### config.mk
export PLATFORM = sky130hd
export DESIGN_NAME = alu_4bit
export DESIGN_NICKNAME = d
export VERILOG_FILES = /design/src/rtl/alu_pkg.sv /design/src/rtl/alu_adder.sv /design/src/rtl/alu_4bit.sv
export SDC_FILE = /design/constraint.sdc
export NUM_CORES = 1
export LEC_CHECK = 0
export CORE_AREA = 5 5 42 44
export DETAILED_ROUTE_END_ITERATION = 7
export DIE_AREA = 0 0 47 49
export GPL_TIMING_DRIVEN = 0
export MAX_ROUTING_LAYER = met4
export PLACE_DENSITY_LB_ADDON = 0.12
export SLEW_MARGIN = 20
export SYNTH_ARGS = -nofsm -noshare
export SYNTH_HDL_FRONTEND = slang
export SYNTH_HIERARCHICAL = 1
export SYNTH_SLANG_ARGS = --single-unit
### constraint.sdc
create_clock -name clk -period 4.4 [get_ports clk]
set_input_delay 0.88 -clock clk [delete_from_list [all_inputs] [get_ports clk]]
set_output_delay 0.88 -clock clk [all_outputs]
set_load 0.01 [all_outputs]
### src/rtl/alu_pkg.sv
// Shared constants for the ALU: op-code encodings and the default datapath width.
package alu_pkg;

    localparam int unsigned ALU_WIDTH = 4;

    localparam logic [1:0] ALU_AND  = 2'b00;
    localparam logic [1:0] ALU_OR   = 2'b01;
    localparam logic [1:0] ALU_ADD  = 2'b10;
    localparam logic [1:0] ALU_NAND = 2'b11;

endpackage

### src/rtl/alu_adder.sv
// Ripple-carry adder built from one full adder per bit. No carry-in.
// Exposes the carry into the MSB so the caller can derive signed overflow.
module alu_adder
    import alu_pkg::*;
#(
    parameter int unsigned width = ALU_WIDTH
) (
    input  logic [width-1:0] a,
    input  logic [width-1:0] b,
    output logic [width-1:0] sum,
    output logic             cout,
    output logic             cmsb
);

    // c[i] is the carry into bit i; c[0] is tied low.
    logic [width:0] c;

    assign c[0] = 1'b0;

    for (genvar i = 0; i < width; i++) begin : g_fa
        assign sum[i]   = a[i] ^ b[i] ^ c[i];
        assign c[i + 1] = (a[i] & b[i]) | (c[i] & (a[i] ^ b[i]));
    end

    assign cout = c[width];
    assign cmsb = c[width-1];

endmodule

### src/rtl/alu_4bit.sv
// Registered two-operand ALU: AND, OR, ADD (with carry-out) and NAND.
// Optional feature macro: ALU_OVERFLOW_EN adds a registered signed-overflow output.
module alu_4bit
    import alu_pkg::*;
#(
    parameter int unsigned width = ALU_WIDTH
) (
    input  logic                    clk,
    input  logic                    rst,
    input  logic signed [width-1:0] a,
    input  logic signed [width-1:0] b,
    input  logic        [1:0]       sel,
    output logic signed [width-1:0] out,
    output logic                    carry
`ifdef ALU_OVERFLOW_EN
    ,
    output logic                    overflow
`endif
);

    logic [width-1:0] sum;
    logic             cout;
    logic [width-1:0] out_d;
    logic             carry_d;

`ifdef ALU_OVERFLOW_EN
    logic cmsb;
    logic overflow_d;

    alu_adder #(
        .width (width)
    ) u_adder (
        .a    (a),
        .b    (b),
        .sum  (sum),
        .cout (cout),
        .cmsb (cmsb)
    );
`else
    alu_adder #(
        .width (width)
    ) u_adder (
        .a    (a),
        .b    (b),
        .sum  (sum),
        .cout (cout),
        .cmsb ()
    );
`endif

    // Operation mux: select next result and carry from the current operands.
    always_comb begin
        out_d   = '0;
        carry_d = 1'b0;
        unique case (sel)
            ALU_AND:  out_d = a & b;
            ALU_OR:   out_d = a | b;
            ALU_ADD: begin
                out_d   = sum;
                carry_d = cout;
            end
            ALU_NAND: out_d = ~(a & b);
            default:  out_d = '0;
        endcase
    end

`ifdef ALU_OVERFLOW_EN
    // Signed overflow: carry into the MSB differs from carry out of it.
    always_comb begin
        overflow_d = 1'b0;
        if (sel == ALU_ADD) begin
            overflow_d = cmsb ^ cout;
        end
    end
`endif

    // Output registers with synchronous reset taking priority.
    always_ff @(posedge clk) begin
        if (rst) begin
            out   <= '0;
            carry <= 1'b0;
`ifdef ALU_OVERFLOW_EN
            overflow <= 1'b0;
`endif
        end else begin
            out   <= out_d;
            carry <= carry_d;
`ifdef ALU_OVERFLOW_EN
            overflow <= overflow_d;
`endif
        end
    end

endmodule

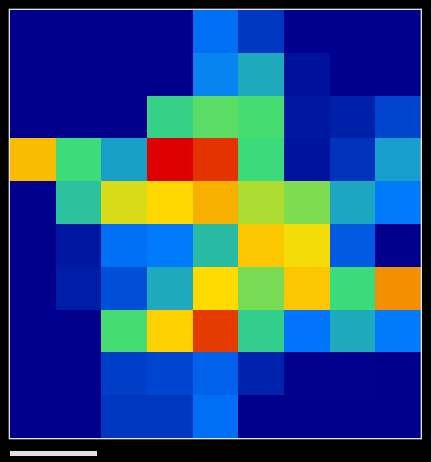
Fig. 1. Wire density map.
The bar under the picture is 10 µm long. The die is cut into 9 by 10 equal tiles; dark blue is low, red is high, scaled to the fullest tile. Values are wire area over tile area, all layers added.
densest ninth of the die	centre
fullest tile	0.22
mean over tiles	0.057
nearly empty tiles	37%
emptiest ninth of the die	upper right
tiles over half the peak	22%
final wirelength: 800 µm
Routed wire per std cell: 10.5 µm

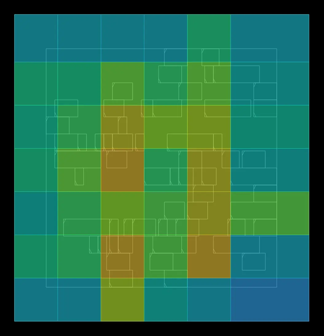
Fig. 2. Routing congestion.
met2 Track Usage GR: 0.120
GR Layer Usage met3: 0.0332
met1 capacity usage during global routing: 0.0881
Top Usage Layer GRT: met2
Total GRT Usage: 0.0845

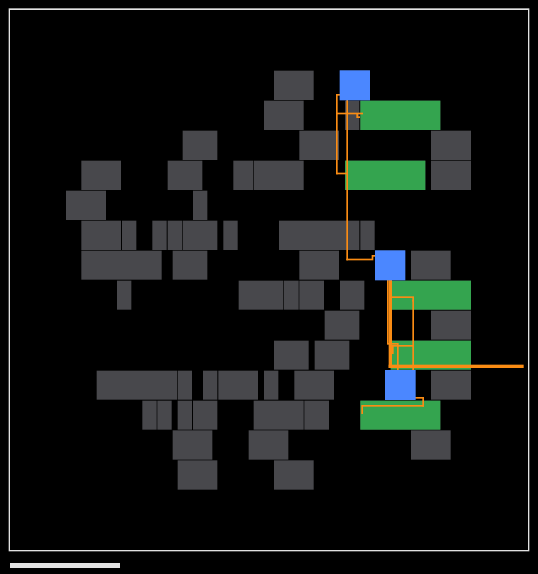
Fig. 3. Clock distribution.
The bar under the picture is 10 µm long.
[orange] clock wires | length: 87.1 µm
[green] flip-flops | count: 5
[blue] clock-net drivers | count: 3
routed clock nets	4
Clk power: 0.0000522 W
clock network fraction of total power: 0.349

==> CHANGELOG.md <==
### Metrics

- Adder Area Share: 0.277
- Post-CTS sizing: 0
- GRT Residual Overflow: 0
- Netlist Area Pre-Place: 370 µm²
- Number of diodes: 0
- Period Utilization, post-route: 0.692
- Synth Instances: 40
- PnR worst setup slack: 1360 ps
- Multi-input combinational cell area: 229 µm²
- Max-cap violations: 0
- Clock buffer depth: 2
- Synth logic family: adder cells
- RSZ-0062 raised after global routing: false
- Crit-path leading delay family: adder cells
- Pwr Total: 0.000150 W
- Worst slew margin: 0.857
- Synth Area per Inst: 9.26 µm²
- Setup violators final: 0
- Top-area cell share: 0.270
- First-pass GRT wire length: 1.36 mm
- Pwr Density: 259 mW/mm²
- GPL Wtd Cong: 0.679
- Clock sinks: 5
- Vias per cell: 4.51
- Area leader, netlist: dfxtp_1
- Tool Warnings: 26
- Std-Cell Rows: 14
- CP Class: primary input to flip-flop
- Setup Buffers After CTS: 0
- Final Hold Vio Count: 0
- CTS tree: yes
- CP endpoint: out[3]
- Post-synth seq share: 0.270
- DR pass1 iterations: 4
- YS warnings: 6
- Area growth, synth to finish: 55.7%
- Root buf cell: clkbuf_4
- Min Tclk post-route: 3040 ps
- Nets@finish: 77
- Reg area: 100 µm²
- Simple Share, Synth: 0.135
- Hold slack: 1290 ps
- Critical path peak fanout: 3
- Filler cell count: 154
- Async S/R FF share, synth: 0
- Top-level port count: 17
- Vias in the first global route: 345
- Status: complete, no violations
- Chip Height: 49 µm
- Commonest cells in the netlist: inv_1 (8), dfxtp_1 (5), nor2_1 (5)
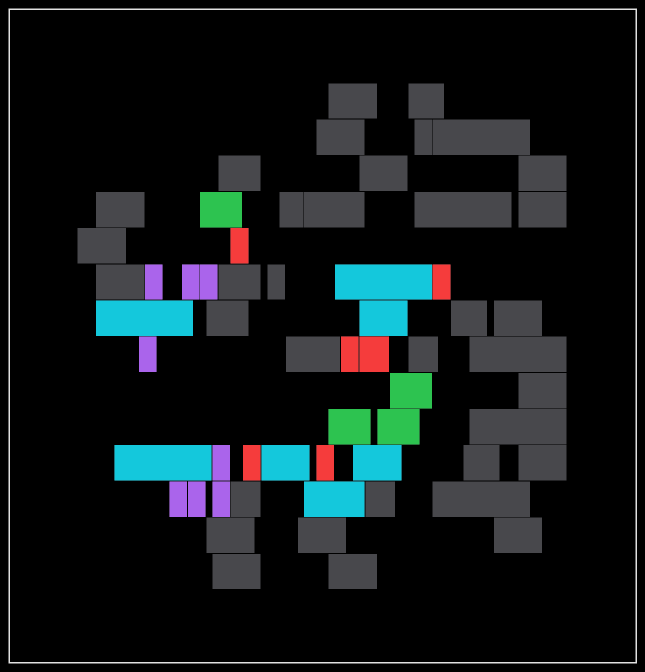
Fig. 4. Gate-type map.
colour	family	cells
green	non-inverting ao/oa cells	4
red	nor cells	6
cyan	fa/ha/maj cells	7
purple	inv cells	8
Comb area share: 0.397
dominant logic cell type in the layout: clkdlybuf4s50_1

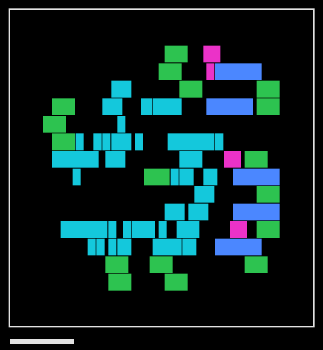
Fig. 5. Placement by cell class.
The bar under the picture is 10 µm long.
colour	class	cells	share of their area
blue	sequential cells	5	18%
cyan	remaining logic cells	34	47%
green	remaining buffers and delay cells	17	31%
magenta	clock drivers and dummy loads	4	4.7%
Finished Cell Area: 577 µm²
Seq area share: 0.174

## report_power, final
group	total, W	switching [W]	internal, W
registers	0.0000501	0.000000813	0.0000493
clock network	0.0000522	0.0000180	0.0000342
logic	0.0000473	0.0000200	0.0000273
total	0.000150	0.0000388	0.000111
## layout make-up
cell class                      instances  area share
Sequential cell                         5       0.174
Inverter                                8      0.0521
Tap cell                               16      0.0347
Clock buffer                            4      0.0456
Buffer                                  1      0.0195
Multi-Input combinational cell         26       0.397
Timing Repair Buffer                   16       0.278
## routing by layer
layer	GRT usage	vias to the layer above	part of all wire	wire, µm
met1	0.0881	152	0.45	357
met2	0.120	10	0.47	372
met4	0.0691	0	0.011	9
li1	-	179	-	-
met5	-	-	0	0
met3	0.0332	2	0.076	61
## flip-flops by register name, summed over array words and instances, names as in the netlist
name,cells
out,4
carry,1
Power and IR drop assume default switching activity.
